`config.mk`:
```
export PLATFORM = sky130hd
export DESIGN_NAME = spi_reg_bridge_flat
export DESIGN_NICKNAME = d
export VERILOG_FILES = /design/src/rtl/spi_reg_bridge_if.sv /design/src/rtl/spi_reg_bridge.sv /design/src/flat_wrapper.sv
export SDC_FILE = /design/constraint.sdc
export NUM_CORES = 1
export LEC_CHECK = 0
export ABC_AREA = 0
export CAP_MARGIN = 20
export CORE_UTILIZATION = 46
export CTS_CLUSTER_SIZE = 8
export DETAILED_ROUTE_END_ITERATION = 7
export PLACE_DENSITY_LB_ADDON = 0.05
export SETUP_SLACK_MARGIN = 0.15
export SLEW_MARGIN = 10
export SYNTH_ARGS = -nofsm -noshare
export SYNTH_HDL_FRONTEND = slang
export SYNTH_SLANG_ARGS = --single-unit
```
`constraint.sdc`:
```
create_clock -name clk -period 2.83 [get_ports clk]
set_clock_uncertainty 0.1 [all_clocks]
set_input_delay 0.566 -clock clk [delete_from_list [all_inputs] [get_ports clk]]
set_output_delay 0.566 -clock clk [all_outputs]
set_load 0.01 [all_outputs]
```
`src/rtl/spi_reg_bridge_if.sv`:
```
// Bus bundle between the SPI slave / register file and spi_reg_bridge.
// The bridge uses the slave modport; the driving side uses master.
interface spi_reg_bridge_if;
  logic        spi_cs_n;
  logic        frame_abort;
  logic        rx_data_ready;
  logic [15:0] rx_data;
  logic        tx_data_ready;
  logic [15:0] tx_data;
  logic        wr_en;
  logic [6:0]  wr_addr;
  logic [15:0] wr_data;
  logic        rd_req;
  logic [6:0]  rd_addr;
  logic        rd_valid;
  logic [15:0] rd_data;
  logic        rd_timeout;
  logic        rx_overrun;
  logic        busy;

  modport slave (
    input  spi_cs_n, frame_abort, rx_data_ready, rx_data, rd_valid, rd_data,
    output tx_data_ready, tx_data, wr_en, wr_addr, wr_data, rd_req, rd_addr,
           rd_timeout, rx_overrun, busy
  );

  modport master (
    output spi_cs_n, frame_abort, rx_data_ready, rx_data, rd_valid, rd_data,
    input  tx_data_ready, tx_data, wr_en, wr_addr, wr_data, rd_req, rd_addr,
           rd_timeout, rx_overrun, busy
  );
endinterface

```
`src/rtl/spi_reg_bridge.sv`:
```
// Turns SPI command/data words into register reads and writes.
// Define SPI_BURST_EN for auto-incrementing burst transfers.
module spi_reg_bridge (
    input logic             clk,
    input logic             rst_n,
    spi_reg_bridge_if.slave bus
);

    typedef enum logic [1:0] {IDLE, WAIT_RD, DATA, DONE} state_t;

    state_t      state_q;
    logic        cs_meta_q, cs_sync_q;
    logic [6:0]  addr_q;
    logic        is_rd_q;
    logic [7:0]  tmo_cnt_q;
    logic        tx_data_ready_q, wr_en_q, rd_req_q, rd_timeout_q, rx_overrun_q;
    logic [15:0] tx_data_q, wr_data_q;
    logic [6:0]  wr_addr_q, rd_addr_q;

    logic frame_end;
    logic unused_cmd_bits;

    assign frame_end       = cs_sync_q | bus.frame_abort;
    assign unused_cmd_bits = ^bus.rx_data[14:7];

    always_ff @(posedge clk or negedge rst_n) begin
        if (!rst_n) begin
            state_q         <= IDLE;
            cs_meta_q       <= 1'b1;
            cs_sync_q       <= 1'b1;
            addr_q          <= '0;
            is_rd_q         <= 1'b0;
            tmo_cnt_q       <= '0;
            tx_data_ready_q <= 1'b0;
            wr_en_q         <= 1'b0;
            rd_req_q        <= 1'b0;
            rd_timeout_q    <= 1'b0;
            rx_overrun_q    <= 1'b0;
            tx_data_q       <= '0;
            wr_data_q       <= '0;
            wr_addr_q       <= '0;
            rd_addr_q       <= '0;
        end else begin
            cs_meta_q       <= bus.spi_cs_n;
            cs_sync_q       <= cs_meta_q;
            tx_data_ready_q <= 1'b0;
            wr_en_q         <= 1'b0;
            rd_req_q        <= 1'b0;
            rd_timeout_q    <= 1'b0;
            rx_overrun_q    <= 1'b0;

            // Frame end outranks everything, so no pulse is scheduled for the next cycle.
            if (frame_end) begin
                state_q <= IDLE;
            end else begin
                case (state_q)
                    IDLE: begin
                        if (bus.rx_data_ready) begin
                            addr_q  <= bus.rx_data[6:0];
                            is_rd_q <= bus.rx_data[15];
                            if (bus.rx_data[15]) begin
                                rd_req_q  <= 1'b1;
                                rd_addr_q <= bus.rx_data[6:0];
                                tmo_cnt_q <= '0;
                                state_q   <= WAIT_RD;
                            end else begin
                                state_q <= DATA;
                            end
                        end
                    end
                    WAIT_RD: begin
                        if (bus.rx_data_ready) rx_overrun_q <= 1'b1;
                        if (bus.rd_valid) begin
                            tx_data_q       <= bus.rd_data;
                            tx_data_ready_q <= 1'b1;
                            state_q         <= DATA;
                        end else if (tmo_cnt_q == 8'hFF) begin
                            tx_data_q       <= 16'hDEAD;
                            tx_data_ready_q <= 1'b1;
                            rd_timeout_q    <= 1'b1;
                            state_q         <= DATA;
                        end else begin
                            tmo_cnt_q <= tmo_cnt_q + 8'd1;
                        end
                    end
                    DATA: begin
                        if (bus.rx_data_ready) begin
                            if (!is_rd_q) begin
                                wr_en_q   <= 1'b1;
                                wr_addr_q <= addr_q;
                                wr_data_q <= bus.rx_data;
                            end
`ifdef SPI_BURST_EN
                            addr_q <= addr_q + 7'd1;
                            if (is_rd_q) begin
                                rd_req_q  <= 1'b1;
                                rd_addr_q <= addr_q + 7'd1;
                                tmo_cnt_q <= '0;
                                state_q   <= WAIT_RD;
                            end
`else
                            state_q <= DONE;
`endif
                        end
                    end
                    DONE:    state_q <= DONE;
                    default: state_q <= IDLE;
                endcase
            end
        end
    end

    assign bus.tx_data_ready = tx_data_ready_q;
    assign bus.tx_data       = tx_data_q;
    assign bus.wr_en         = wr_en_q;
    assign bus.wr_addr       = wr_addr_q;
    assign bus.wr_data       = wr_data_q;
    assign bus.rd_req        = rd_req_q;
    assign bus.rd_addr       = rd_addr_q;
    assign bus.rd_timeout    = rd_timeout_q;
    assign bus.rx_overrun    = rx_overrun_q;
    assign bus.busy          = (state_q != IDLE);

endmodule

```
`src/flat_wrapper.sv`:
```
// flat-port wrapper written by rule: the top's interface ports become plain ports
module spi_reg_bridge_flat 
  (clk, rst_n, bus_spi_cs_n, bus_frame_abort, bus_rx_data_ready, bus_rx_data, bus_rd_valid, bus_rd_data, bus_tx_data_ready, bus_tx_data, bus_wr_en, bus_wr_addr, bus_wr_data, bus_rd_req, bus_rd_addr, bus_rd_timeout, bus_rx_overrun, bus_busy);
  spi_reg_bridge_if bus_i ();
  input logic clk;
  input logic rst_n;
  input wire logic [$bits(bus_i.spi_cs_n)-1:0] bus_spi_cs_n;
  input wire logic [$bits(bus_i.frame_abort)-1:0] bus_frame_abort;
  input wire logic [$bits(bus_i.rx_data_ready)-1:0] bus_rx_data_ready;
  input wire logic [$bits(bus_i.rx_data)-1:0] bus_rx_data;
  input wire logic [$bits(bus_i.rd_valid)-1:0] bus_rd_valid;
  input wire logic [$bits(bus_i.rd_data)-1:0] bus_rd_data;
  output wire logic [$bits(bus_i.tx_data_ready)-1:0] bus_tx_data_ready;
  output wire logic [$bits(bus_i.tx_data)-1:0] bus_tx_data;
  output wire logic [$bits(bus_i.wr_en)-1:0] bus_wr_en;
  output wire logic [$bits(bus_i.wr_addr)-1:0] bus_wr_addr;
  output wire logic [$bits(bus_i.wr_data)-1:0] bus_wr_data;
  output wire logic [$bits(bus_i.rd_req)-1:0] bus_rd_req;
  output wire logic [$bits(bus_i.rd_addr)-1:0] bus_rd_addr;
  output wire logic [$bits(bus_i.rd_timeout)-1:0] bus_rd_timeout;
  output wire logic [$bits(bus_i.rx_overrun)-1:0] bus_rx_overrun;
  output wire logic [$bits(bus_i.busy)-1:0] bus_busy;
  assign bus_i.spi_cs_n = bus_spi_cs_n;
  assign bus_i.frame_abort = bus_frame_abort;
  assign bus_i.rx_data_ready = bus_rx_data_ready;
  assign bus_i.rx_data = bus_rx_data;
  assign bus_i.rd_valid = bus_rd_valid;
  assign bus_i.rd_data = bus_rd_data;
  assign bus_tx_data_ready = bus_i.tx_data_ready;
  assign bus_tx_data = bus_i.tx_data;
  assign bus_wr_en = bus_i.wr_en;
  assign bus_wr_addr = bus_i.wr_addr;
  assign bus_wr_data = bus_i.wr_data;
  assign bus_rd_req = bus_i.rd_req;
  assign bus_rd_addr = bus_i.rd_addr;
  assign bus_rd_timeout = bus_i.rd_timeout;
  assign bus_rx_overrun = bus_i.rx_overrun;
  assign bus_busy = bus_i.busy;
  spi_reg_bridge u_core (.clk(clk), .rst_n(rst_n), .bus(bus_i));
endmodule
```
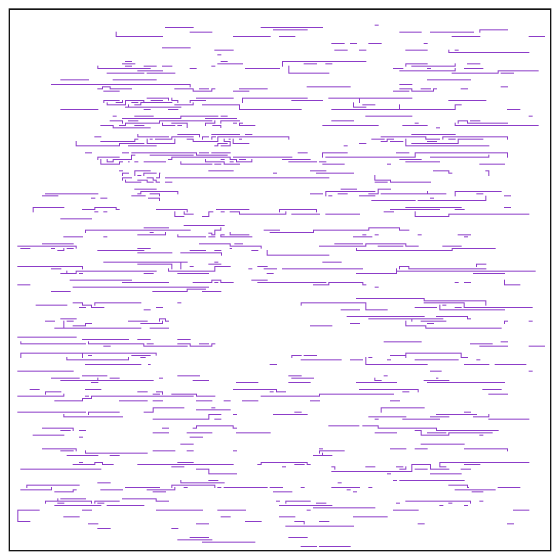
(images/met1.png)
main direction: horizontal
longest straight run: 24.4 um
wire length on this layer: 2550 um
nets with wire on the layer: 277

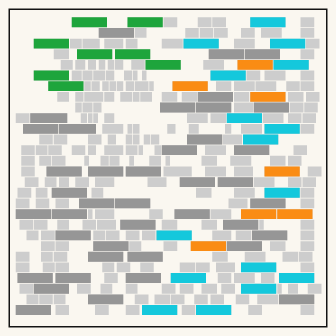
(images/registers.png)
Other sequential cells in the stronger grey, the rest of the logic in the fainter grey.
| colour | netlist name | sequential cells |
|---|---|---|
| orange | u_core.bus.rd_addr | 7 |
| green | u_core.tmo_cnt_q | 8 |
| cyan | u_core.bus.wr_data | 16 |
not coloured: 40

==> impl_metrics.json <==
{
  "outcome": "finished clean",
  "synth.avg_cell_area_um2": 15.22,
  "ys_dominant_reg_cell": "sky130_fd_sc_hd__dfrtp_1",
  "logic_area_um2": 983.4,
  "tns_ns": 0,
  "power_density_mw_per_mm2": 674.7,
  "grt_use_total": 0.1893,
  "cp_max_fo": 24,
  "maxCapViolations": 0,
  "core_area_mm2": 0.005956,
  "synthTopCellsByArea": "sky130_fd_sc_hd__dfrtp_1 (61%), sky130_fd_sc_hd__mux2_4 (10%), sky130_fd_sc_hd__mux2_2 (7.5%)",
  "crit_path_cell_count": 5,
  "total_switching_power_mw": 0.6691,
  "critical_path.top_delay_family": "simple AND/OR/NAND/NOR gates",
  "p_leak_nw": 1.904,
  "yosys.area_share.adder": 0.004398,
  "post-route-cell-area_mm2": 0.004008,
  "holdBufCountCts": 0,
  "count_of_unresolved_drc_violations_after_routing": 0,
  "cpMaxStageDelayCell": "sky130_fd_sc_hd__clkdlybuf4s50_1",
  "totalPowerFinal_mw": 2.704,
  "initial_antenna_violation_count": 0,
  "comb_area_share": 0.2454,
  "bufAreaShareNonClock": 0.2360,
  "layout.clock_buffers": 12,
  "num_antenna_cells": 0,
  "worst_r2r_path_depth": 4,
  "post_synth_and_or_nand_nor_area_fraction": 0.07036,
  "cts_repair_resize_count": 0,
  "dpl-instance-area_mm2": 0.003825,
  "power.sequential.fraction": 0.478,
  "die_y_um": 80.65,
  "worst-path-buf-inv": 2,
  "fin_crit_ns": 2.378,
  "seq_area_mm2": 0.001779,
  "drt_pass1_iterations": 4,
  "postSynthSeqShare": 0.6253,
  "cell_type_contributing_the_most_total_cell_area_after_synthesis": "sky130_fd_sc_hd__dfrtp_1",
  "post-route-util": 0.6729,
  "max-vdd-ir-drop_mv": 0.3624,
  "clkLatencyLatePin_ns": 0.33,
  "layout.clock.cell_area_share": 0.04558,
  "grtUsageMet2": 0.2873,
  "pre_cts_ws_ns": 0.1014,
  "endpoint_kind": "flop",
  "hold_path.class": "in2async",
  "worst_r2r_startpoint": "u_core.state_q[0]",
  "tritoncts": "done",
  "endpoint_of_the_most_critical_register_to_register_path": "u_core.bus.wr_data[6]",
  "grt_setup_unrepaired": "no",
  "yosys.area_share.xor_xnor": 0.003078,
  "routed-wl-met2_um": 2581,
  "yosysWarningCount": 0,
  "timing.final.ws_setup_ns": 0.4519,
  "worst-endpoint-arrival_ns": 2.49,
  "comb.multi_input.count": 105,
  "detailroute.wirelength.met3_um": 361,
  "top_cell": "sky130_fd_sc_hd__dfrtp_1",
  "worst-endpoint-required_ns": 2.94,
  "first_global_vias": 1935,
  "path_class": "in2reg",
  "fin_worst_hold_slack_ns": 0.2429,
  "synth.logic.top_family": "multiplexers",
  "proportion_of_layout_cells_with_a_drive_suffix_above_1": 0.2329,
  "io_pins": 90,
  "finalHoldViolCount": 0,
  "layout_net_count": 327,
  "synth-edff-count": 0,
  "synth_stat.cells": 187,
  "power_frac_clock": 0.272,
  "layout_top_cells": "sky130_fd_sc_hd__clkdlybuf4s50_1 (88), sky130_fd_sc_hd__dfrtp_1 (69), sky130_fd_sc_hd__mux2_4 (19), sky130_fd_sc_hd__mux2_2 (19), sky130_fd_sc_hd__clkbuf_8 (12)",
  "critical_path.max_stage_delay_ns": 0.51,
  "critPathCapture": "u_core.bus.wr_data[6]",
  "synth.mux.area_fraction": 0.1755,
  "grt.overflow.total": 0,
  "n_sequential_cell": 71,
  "row_cnt": 28,
  "fp-utilization": 0.4777,
  "port_buffers": 89,
  "pwr.group.combinational_mw": 0.675,
  "worst_slew_pin_slew_ns": 0.8808,
  "syn_area_mm2": 0.002845,
  "postSynthCellCount": 187,
  "seq_cell_power_mw": 1.29,
  "top_layer": "met4",
  "ys.flops": 71,
  "detail_route.wl_per_cell_um": 15.22,
  "cell_type_count": 37,
  "post-place-cells": 352,
  "num-nonclk-buffers": 95,
  "sw_frac_of_total": 0.2474,
  "tap_cells": 75,
  "async_reset_ff_frac": 1.000,
  "series_of_cell_instances_along_the_critical_path": "clkdlybuf4s50_1, or4b_4, or3b_1, buf_12, mux2_4"
}
